Fig. 1: run 1, routed metal per tile
Drawn at 2 px/µm. 19 x 25 tiles, from dark purple (low) to yellow (high), scaled to the fullest tile. Values are wire area over tile area, all layers added.
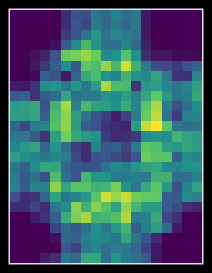
Fig. 2: run 1, cell outlines without signal wires
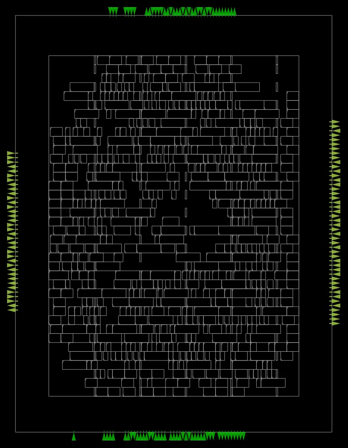
Fig. 3: run 1, logic cells by family
Drawn at 3 px/µm.
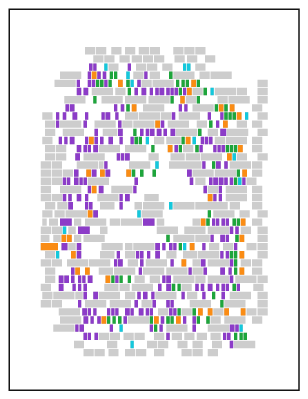
**src/rtl/wb_port_arbiter.sv**
```systemverilog
// Register-file write-port arbiter: pipeline writeback vs. one buffered MDU result.
// Optional starvation guard (counter + one-cycle FORCE stall) enabled by WB_ARB_STARVE_GUARD_EN.
module wb_port_arbiter #(
    parameter int XLEN         = 32,
    parameter int STARVE_LIMIT = 4
) (
    input  logic            clk,
    input  logic            rst_n,
    input  logic            pipe_valid,
    input  logic [4:0]      pipe_wa,
    input  logic [XLEN-1:0] pipe_wd,
    output logic            pipe_ready,
    input  logic            mdu_valid,
    input  logic [4:0]      mdu_wa,
    input  logic [XLEN-1:0] mdu_wd,
    output logic            mdu_ready,
    output logic            pend_valid,
    output logic [4:0]      pend_wa,
    output logic            rf_we,
    output logic [4:0]      rf_wa,
    output logic [XLEN-1:0] rf_wd,
    output logic            debug_RegWrite,
    output logic [4:0]      debug_WA,
    output logic [XLEN-1:0] debug_WB
);

    if (STARVE_LIMIT < 1) begin : g_bad_limit
        $error("STARVE_LIMIT must be at least 1");
    end

`ifdef WB_ARB_STARVE_GUARD_EN
    typedef enum logic [1:0] {ST_IDLE = 2'd0, ST_HOLD = 2'd1, ST_FORCE = 2'd2} state_t;
    localparam int CNT_W = $clog2(STARVE_LIMIT + 1);
    logic [CNT_W-1:0] starve_cnt_r;
`else
    typedef enum logic [1:0] {ST_IDLE = 2'd0, ST_HOLD = 2'd1} state_t;
`endif

    state_t          state_r;
    state_t          state_next_s;
    logic [4:0]      hold_wa_r;
    logic [XLEN-1:0] hold_wd_r;
    logic            hold_valid_s;
    logic            grant_pipe_s;
    logic            grant_hold_s;
    logic            pipe_ready_s;
    logic            mdu_ready_s;
    logic            mdu_accept_s;
    logic            rf_we_r;
    logic [4:0]      rf_wa_r;
    logic [XLEN-1:0] rf_wd_r;

    // The hold register is full in every state except IDLE.
    assign hold_valid_s = (state_r != ST_IDLE);
    assign mdu_ready_s  = rst_n && (!hold_valid_s || grant_hold_s);
    assign mdu_accept_s = mdu_valid && mdu_ready_s;

    // FSM state register.
    always_ff @(posedge clk) begin
        if (!rst_n) begin
            state_r <= ST_IDLE;
        end else begin
            state_r <= state_next_s;
        end
    end

    // FSM next-state logic.
    always_comb begin
        state_next_s = state_r;
        case (state_r)
            ST_IDLE: begin
                if (mdu_accept_s) state_next_s = ST_HOLD;
                else              state_next_s = ST_IDLE;
            end
            ST_HOLD: begin
                if (grant_hold_s) begin
                    if (mdu_accept_s) state_next_s = ST_HOLD;
                    else              state_next_s = ST_IDLE;
`ifdef WB_ARB_STARVE_GUARD_EN
                end else if (grant_pipe_s && starve_cnt_r == CNT_W'(STARVE_LIMIT - 1)) begin
                    state_next_s = ST_FORCE;
`endif
                end else begin
                    state_next_s = ST_HOLD;
                end
            end
`ifdef WB_ARB_STARVE_GUARD_EN
            ST_FORCE: begin
                if (mdu_accept_s) state_next_s = ST_HOLD;
                else              state_next_s = ST_IDLE;
            end
`endif
            default: state_next_s = ST_IDLE;
        endcase
    end

    // FSM outputs: per-cycle grant and pipeline handshake.
    always_comb begin
        grant_pipe_s = 1'b0;
        grant_hold_s = 1'b0;
        pipe_ready_s = 1'b0;
        if (!rst_n) begin
            pipe_ready_s = 1'b0;
        end else begin
            case (state_r)
                ST_IDLE: begin
                    pipe_ready_s = 1'b1;
                    grant_pipe_s = pipe_valid;
                end
                ST_HOLD: begin
                    pipe_ready_s = 1'b1;
                    if (pipe_valid) grant_pipe_s = 1'b1;
                    else            grant_hold_s = 1'b1;
                end
`ifdef WB_ARB_STARVE_GUARD_EN
                ST_FORCE: begin
                    pipe_ready_s = 1'b0;
                    grant_hold_s = 1'b1;
                end
`endif
                default: begin
                    pipe_ready_s = 1'b0;
                    grant_pipe_s = 1'b0;
                    grant_hold_s = 1'b0;
                end
            endcase
        end
    end

`ifdef WB_ARB_STARVE_GUARD_EN
    // Starvation counter: counts pipe wins while a result waits, saturating.
    always_ff @(posedge clk) begin
        if (!rst_n) begin
            starve_cnt_r <= {CNT_W{1'b0}};
        end else if (grant_hold_s || state_next_s == ST_IDLE) begin
            starve_cnt_r <= {CNT_W{1'b0}};
        end else if (state_r == ST_HOLD && grant_pipe_s && starve_cnt_r != CNT_W'(STARVE_LIMIT)) begin
            starve_cnt_r <= starve_cnt_r + CNT_W'(1);
        end else begin
            starve_cnt_r <= starve_cnt_r;
        end
    end
`endif

    // Hold register capture and registered write port; x0 writes are consumed silently.
    always_ff @(posedge clk) begin
        if (!rst_n) begin
            rf_we_r   <= 1'b0;
            rf_wa_r   <= 5'd0;
            rf_wd_r   <= {XLEN{1'b0}};
            hold_wa_r <= 5'd0;
            hold_wd_r <= {XLEN{1'b0}};
        end else begin
            if (grant_pipe_s) begin
                rf_we_r <= (pipe_wa != 5'd0);
                rf_wa_r <= pipe_wa;
                rf_wd_r <= pipe_wd;
            end else if (grant_hold_s) begin
                rf_we_r <= (hold_wa_r != 5'd0);
                rf_wa_r <= hold_wa_r;
                rf_wd_r <= hold_wd_r;
            end else begin
                rf_we_r <= 1'b0;
            end
            if (mdu_accept_s) begin
                hold_wa_r <= mdu_wa;
                hold_wd_r <= mdu_wd;
            end
        end
    end

    assign pipe_ready     = pipe_ready_s;
    assign mdu_ready      = mdu_ready_s;
    assign pend_valid     = hold_valid_s;
    assign pend_wa        = hold_wa_r;
    assign rf_we          = rf_we_r;
    assign rf_wa          = rf_wa_r;
    assign rf_wd          = rf_wd_r;
    assign debug_RegWrite = rf_we_r;
    assign debug_WA       = rf_wa_r;
    assign debug_WB       = rf_wd_r;

endmodule

```
**config.mk**
```make
export PLATFORM = sky130hd
export DESIGN_NAME = wb_port_arbiter
export DESIGN_NICKNAME = d
export VERILOG_FILES = /design/src/rtl/wb_port_arbiter.sv
export SDC_FILE = /design/constraint.sdc
export NUM_CORES = 1
export LEC_CHECK = 0
export ABC_AREA = 1
export CAP_MARGIN = 0
export CORE_ASPECT_RATIO = 1.4
export CORE_MARGIN = 10
export CORE_UTILIZATION = 44
export CTS_CLUSTER_DIAMETER = 50
export DETAILED_ROUTE_END_ITERATION = 6
export PLACE_DENSITY = 0.81
export SLEW_MARGIN = 40
export SYNTH_ARGS = -nofsm -noshare
export SYNTH_HDL_FRONTEND = slang
export SYNTH_SLANG_ARGS = --single-unit
```
**constraint.sdc**
```tcl
create_clock -name clk -period 1.6 [get_ports clk]
set_input_delay 0.16 -clock clk [delete_from_list [all_inputs] [get_ports clk]]
set_output_delay 0.16 -clock clk [all_outputs]
set_load 0.02 [all_outputs]
```
==> ci_impl_report.md, run 1 <==
## Implementation flow summary

| Metric | Value |
|---|---|
| Slowest CP cell | clkdlybuf4s50_1 |
| Synthesis area per yosys | 3560 µm² |
| Status | finished clean |
| HP Class | in -> reg |
| Late-Pin Clk Latency | 0.33 ns |
| Die width | 96.0 µm |
| Dpl hpwl | 8440 µm |
| Period utilization | 96.4% |
| Vias per cell | 4.76 |
| Worst endpoint data arrival time | 1.38 ns |
| Drt drc | 0 |
| Post-CTS setup buffer count | 0 |
| Final nets | 708 |
| Max_cap viols | 0 |
| Layout cell share with drive strength beyond 1 | 6.47% |
| RSZ-0062 raised after global routing | no |
| TritonRoute pass-1 iters | 5 |
| Iter 0 DRT Violations | 165 |
| Buffers on Ports | 161 |
| Routed Antenna Nets | 0 |
| Syn Nets | 590 |
| Yosys warnings | 0 |
| Worst setup EP type | primary output |
| Fmax | 648 MHz |
| Logic cell area | 1460 µm² |
| CP peak stage delay | 0.64 ns |
| Number of top-level pins | 162 |
| Seq share, synth | 42.7% |
| CTS tree | done |
| Most common logic cells in the final layout | 170 x nand2_1, 157 x clkdlybuf4s50_1, 76 x dfxtp_1, 74 x nor2_1, 53 x nand3_1 |
| Cells after Synth | 512 |
| CP required | 1.44 ns |
| Design area | 5190 µm² |
| Synthesized area | 3560 µm² |
| Number of global-route vias before repair | 3378 |
| Syn Area/Cell | 6.96 µm² |
| CP max FO | 4 |
| Worst hold slack | 0.191 ns |
| Final Hold Viols | 0 |
| CTS Buffer Depth | 2 |
| Antenna violations before repair | 0 |
| Tot Pwr | 0.00493 W |
| H-Tree Level Count | 3 |
| Number of buffers created by CTS | 9 |
| Slew @ Worst Pin | 0.386 ns |
| Most numerous logic cell after layout | nand2_1 |
| Peak VDD IR | 0.000473 V |
| Distinct lib cells | 18 |
| # Cells Yosys | 512 |
| Largest net degree at the start of global routing | 41 |
| Final GP Congestion | 0.821 |
| Crit path max-delay family | buffers and inverters |
| Worst Setup Path Type | reg -> out |
| Startpoint Class | flip-flop |
| Cts hold-fix bufs | 0 |
| Clock slew at reported path FFs | 0.07 ns |
| PD cells | 949 nW/µm² |
| Register area | 1520 µm² |
| Root Driver | clkbuf_8 |
| Setup Viol. Count Final | 0 |
| First-pass GRT wire length | 17000 µm |
| Die height | 126 µm |
| Fin Setup TNS | 0 ns |
| FP Rows | 38 |
| Floorplan utilization | 45.4% |
| Leakage | 2.35 nW |
| Chip area | 12100 µm² |
| Registers, synthesis | 76 |
| Tool Warnings | 26 |
| Max-slew headroom | 74.2% |
| Cell chain of the critical path | clkdlybuf4s50_1 |
| Pins Over Slew Limit | 0 |
| Layout Area Growth over Synthesis | 45.8% |
| Area after DPL | 4970 µm² |
| Core Area | 7850 µm² |
Back to the opening pictures, Fig. 1:
nearly empty tiles: 17%
fullest tile: 0.41
mean over tiles: 0.15
tiles over half the peak: 31%
emptiest ninth of the die: north-west
vias: 3493
WL final: 11000 µm
Wirelength per Cell: 14.9 µm
GRT Total Usage: 17.4%

Back to the opening pictures, Fig. 2:
Well Taps: 100
fin cells: 734
# fillers: 696
final core occ: 66.2%

Back to the opening pictures, Fig. 3:
| family | color | cells | most used |
|---|---|---|---|
| NOR gates | green | 74 | nor2_1 |
| inverting AOI/OAI gates | orange | 44 | o21ai_0 |
| inverters | cyan | 20 | inv_1 |
| NAND gates | purple | 228 | nand2_1 |

run 1: Yosys cell counts:
cell type  count  area (µm²)
nand4_1        1        6.26
buf_6          8        90.1
nand2_1      170         638
buf_2         12        60.1
nand2_2        1        6.26
buf_4         45         338
inv_1         16        60.1
a21oi_4        1        16.3
o21ai_1        3        15.0
nand3_1       53         265
a21oi_1        9        45.0
dfxtp_1       76        1520
o21ai_0       31         155
inv_2          4        15.0
nand2_4        3        33.8
nor2_1        74         278
buf_1          3        11.3
clkbuf_1       2        7.51
run 1: cell families after synthesis:
family | share of synthesized area, %
simple gates | 34.5
flops | 42.7
buf+inv | 16.3
compound gates | 6.50
run 1: metrics by stage:
stage	std cells	setup WS, ns
final	734	0.0574
after CTS	734	0.0148
after floorplan	512	0.341
after global placement	719	-0.0490
after detailed placement	719	-0.0899
after global routing	734	0.00253
run 1: registers in the layout, summed over array words and instances (netlist names):
name            count
hold_wd_r          32
debug_WB           32
debug_RegWrite      1
debug_WA            5
pend_wa             5
state_r             1
run 1: final timing paths:
path                       from            end  slack [ns]  cells past startpoint
setup / recovery     pend_wa[2]     pend_wa[2]        0.06                      1
setup reg to reg     state_r[0]    debug_WB[4]        0.38                      6
hold / removal            rst_n   debug_WB[21]        0.19                      3
hold reg to reg   hold_wd_r[24]  hold_wd_r[24]        0.46                      2
run 1: power by group:
part | switching (W) | internal [W]
clock | 0.000655 | 0.000953
sequential | 0.000103 | 0.00204
combinational | 0.000590 | 0.000593
run 1: metal layers:
metal  wire length (µm)  GRT usage, %  vias up
met5                  0             0        -
met4                172          7.05        0
met3                903          3.90        8
met2               5630          30.3      119
met1               4260          19.7     1570
li1                   -             -     1796
run 1: layout make-up:
class / instances / share of cell area (%)
clock buffer: 11 / 2.91
sequential: 76 / 29.3
timing repair buffer: 177 / 34.4
multi-input combinational: 346 / 28.1
inverter: 20 / 1.45
clock inverter: 4 / 1.40
tap: 100 / 2.41
run 1: timing repair:
item	in CTS	in global routing
gates resized	2	1
pin swaps	0	0
endpoints found under the setup margin	2	1
Fig. 4: run 1, wiring by layer
Drawn at 3 px/µm. Two of the layers only.
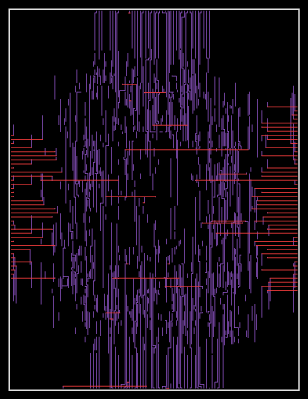

--- run 2 (diff from run 1) ---
MAX_ROUTING_LAYER = met4   (was not set)
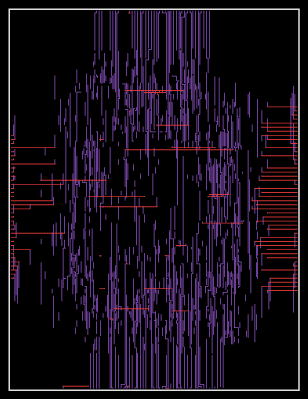
Fig. 5. Wiring by layer (run 2).
Drawn at 3 px/µm. Two of the layers only.
| layer | color | wire length |
|---|---|---|
| met3 | red | 750 µm |
| met2 | purple | 5610 µm |
GRT Total Usage: 17.9%
Wirelength per Cell: 15.0 µm
vias: 3510

==> ci_impl_report.md, run 2 <==
## Implementation flow summary

| Metric | Value |
|---|---|
| Number of top-level pins | 162 (unchanged) |
| Count of library flops with an enable pin | 0 (unchanged) |
| TritonRoute pass-1 iters | 4 (-1) |
| Final worst slack | 0.0530 ns (-0.00431 ns) |
| Commonest cells post-synth | 170 x nand2_1, 76 x dfxtp_1, 74 x nor2_1, 53 x nand3_1, 45 x buf_4 |
| Late-Pin Clk Latency | 0.33 ns (about the same) |
| Int Power | 0.00358 W (about the same) |
| Capturing point of the worst reg2reg path | debug_WB[18] |
| Wire length on met2 | 5610 µm (-0.34%) |
| Floorplan utilization | 45.4% (unchanged) |
| Crit path max-delay family | buffers and inverters |
| Die height | 126 µm (unchanged) |
| Setup Viol. Count Final | 0 (unchanged) |
| CP peak stage delay | 0.65 ns (about the same) |
| Fin Setup TNS | 0 ns (unchanged) |
| Vias per cell | 4.78 (+0.49%) |
| Final Skew | 0.0107 ns |
| HP Class | in -> reg |
| H-Tree Level Count | 3 (unchanged) |
| Distinct lib cells | 18 (unchanged) |
| Final nets | 708 (unchanged) |
| Clock share of power | 32.7% (about the same) |
| Die width | 96.0 µm (unchanged) |
| Design area | 5190 µm² (unchanged) |
| Buffers on Ports | 161 (unchanged) |
| Leakage | 2.35 nW (unchanged) |
| Comb power frac | 24.0% (about the same) |
| # Cells Yosys | 512 (unchanged) |
| Tool Warnings | 26 (unchanged) |
| Worst path bufs/invs | 1 |
| Synthesis area per yosys | 3560 µm² (unchanged) |
| First-pass GRT wire length | 17000 µm (about the same) |
| Final core occ | 66.2% (unchanged) |
| Async SR Flop Fraction | 0% (unchanged) |
| Chip area | 12100 µm² (unchanged) |
| Met1 WL | 4390 µm (+3.1%) |
| PD cells | 950 nW/µm² (about the same) |
| RSZ-0062 raised after global routing | no |
| Depth of the most critical reg-to-reg path | 5 (-1) |
| Crit path from | pend_wa[2] |
| Iter 0 DRT Violations | 199 (+21%) |
| Most common logic cells in the final layout | 170 x nand2_1, 157 x clkdlybuf4s50_1, 76 x dfxtp_1, 74 x nor2_1, 53 x nand3_1 |
| Antenna Cells | 0 |
| Max-slew headroom | 73.7% (-0.59 points) |
| Root Driver | clkbuf_8 |
| Slowest CP cell | clkdlybuf4s50_1 |
| Syn Area/Cell | 6.96 µm² (unchanged) |
| Drt drc | 0 (unchanged) |
| Worst Setup Path Type | reg -> out |
| Post-synth top area cell | dfxtp_1 |
| Dpl hpwl | 8440 µm (unchanged) |
| Pre-CTS WS | -0.0899 ns (unchanged) |
| Seq share, synth | 42.7% (unchanged) |
| Cells after Synth | 512 (unchanged) |
| Antenna violations before repair | 0 (unchanged) |
| Syn Nets | 590 (unchanged) |
| Largest net degree at the start of global routing | 41 (unchanged) |
| P_sw | 0.00135 W (+0.37%) |
| Total congestion overflow | 0 |
| Post-CTS setup buffer count | 0 (unchanged) |
| Area after DPL | 4970 µm² (unchanged) |
| DR WL met3 | 750 µm (-17%) |
| Pins Over Slew Limit | 0 (unchanged) |
| CTS Buffer Depth | 2 (unchanged) |
| CP required | 1.44 ns (about the same) |
| Core Area | 7850 µm² (unchanged) |
| Peak VDD IR | 0.000479 V (+1.3%) |
| Slew @ Worst Pin | 0.395 ns (+0.00881 ns) |
| CTS tree | done |
| Number of global-route vias before repair | 3380 (+0.059%) |
| Stages on the worst setup path | 1 (unchanged) |
| Routed Antenna Nets | 0 (unchanged) |
| Most numerous logic cell after layout | nand2_1 |
| Fmax | 646 MHz (-0.28%) |
| Worst endpoint data arrival time | 1.39 ns (about the same) |
| Cell chain of the critical path | clkdlybuf4s50_1 |
| Registers, synthesis | 76 (unchanged) |
| Reg2reg start | state_r[0] |
| Layout Area Growth over Synthesis | 45.8% (unchanged) |
| R2R setup slack | 0.38 ns (about the same) |
| Clock slew at reported path FFs | 0.07 ns (about the same) |
| Status | finished clean |
| Yosys warnings | 0 (unchanged) |
| Switching part of the total | 27.4% (+0.074 points) |
| Commonest flop | dfxtp_1 |
| Clock period minus worst slack | 1.55 ns |
| CP max FO | 4 (unchanged) |
| WL final | 11000 µm (+0.15%) |
| Final Hold Viols | 0 (unchanged) |
| Number of buffers created by CTS | 9 (unchanged) |
| Dominant cell by count in the synthesized netlist | nand2_1 |
| CP endpoint | pend_wa[2] |
| FP Rows | 38 (unchanged) |
| Clock Sinks | 76 |
| Final GP Congestion | 0.833 (+1.5%) |
| Max-area cell share | 42.7% (unchanged) |
| Layout cell share with drive strength beyond 1 | 6.47% (unchanged) |
| Worst setup EP type | primary output |
| Synthesized area | 3560 µm² (unchanged) |
| Max_cap viols | 0 (unchanged) |
| Startpoint Class | flip-flop |
| Post-synth area hogs | dfxtp_1 43%, nand2_1 18%, buf_4 9.5%, nor2_1 7.8%, nand3_1 7.4% |
| Seq pwr share | 43.4% (about the same) |
| Period utilization | 96.7% (+0.27 points) |
| Uppermost layer routed | met4 |
## run 2: cell counts after synthesis
Identical to the previous run, type by type.
## run 2: worst min path at each step
stage | from | to | slack (ns) | depth (start not counted)
floorplan | mdu_wd[26] | hold_wd_r[26] | 0.27 | 2
global placement | hold_wd_r[23] | hold_wd_r[23] | 0.45 | 2
detailed placement | hold_wd_r[14] | hold_wd_r[14] | 0.46 | 2
CTS | rst_n | debug_WB[21] | 0.17 | 3
global route | rst_n | debug_WB[1] | 0.19 | 3
finish | rst_n | debug_WB[21] | 0.18 | 3
## run 2: area by class of cell
| type | count | area [µm²] |
|---|---|---|
| timing repair buffer | 177 | 1790 |
| clock buffer | 11 | 151 |
| clock inverter | 4 | 72.6 |
| sequential | 76 | 1520 |
| tap | 100 | 125 |
| multi-input combinational | 346 | 1460 |
| inverter | 20 | 75.1 |
| fill | 696 | 2650 |
## run 2: logic make-up after synthesis
group | synth area share, %
flops | 42.7
simple gates | 34.5
buf+inv | 16.3
compound gates | 6.50
## run 2: layer usage
| layer | GRT usage, % | vias to the layer above |
|---|---|---|
| li1 | - | 1794 |
| met1 | 20.6 | 1576 |
| met2 | 30.2 | 128 |
| met3 | 2.72 | 12 |
| met4 | 7.05 | 0 |
| met5 | - | - |
## run 2: repair_timing
action                                  CTS  global route
hold buffers                              0             0
resized                                   2             1
endpoints found under the setup margin    2             1
## run 2: power by group through the flow
stage               clock network (W)  registers, W  logic (W)
finish                        0.00161       0.00214    0.00118
CTS                           0.00164       0.00214    0.00120
global route                  0.00172       0.00216    0.00128
floorplan                           0       0.00226   0.000581
global placement                    0       0.00218    0.00118
detailed placement                  0       0.00218    0.00119
## run 2: stage by stage
step	hold WS (ns)	std cells	power [W]
finish	0.180	734	0.00493
CTS	0.170	734	0.00498
global route	0.190	734	0.00516
floorplan	0.270	512	0.00284
detailed placement	0.456	719	0.00338
global placement	0.449	719	0.00335
Power and IR drop assume default switching activity.
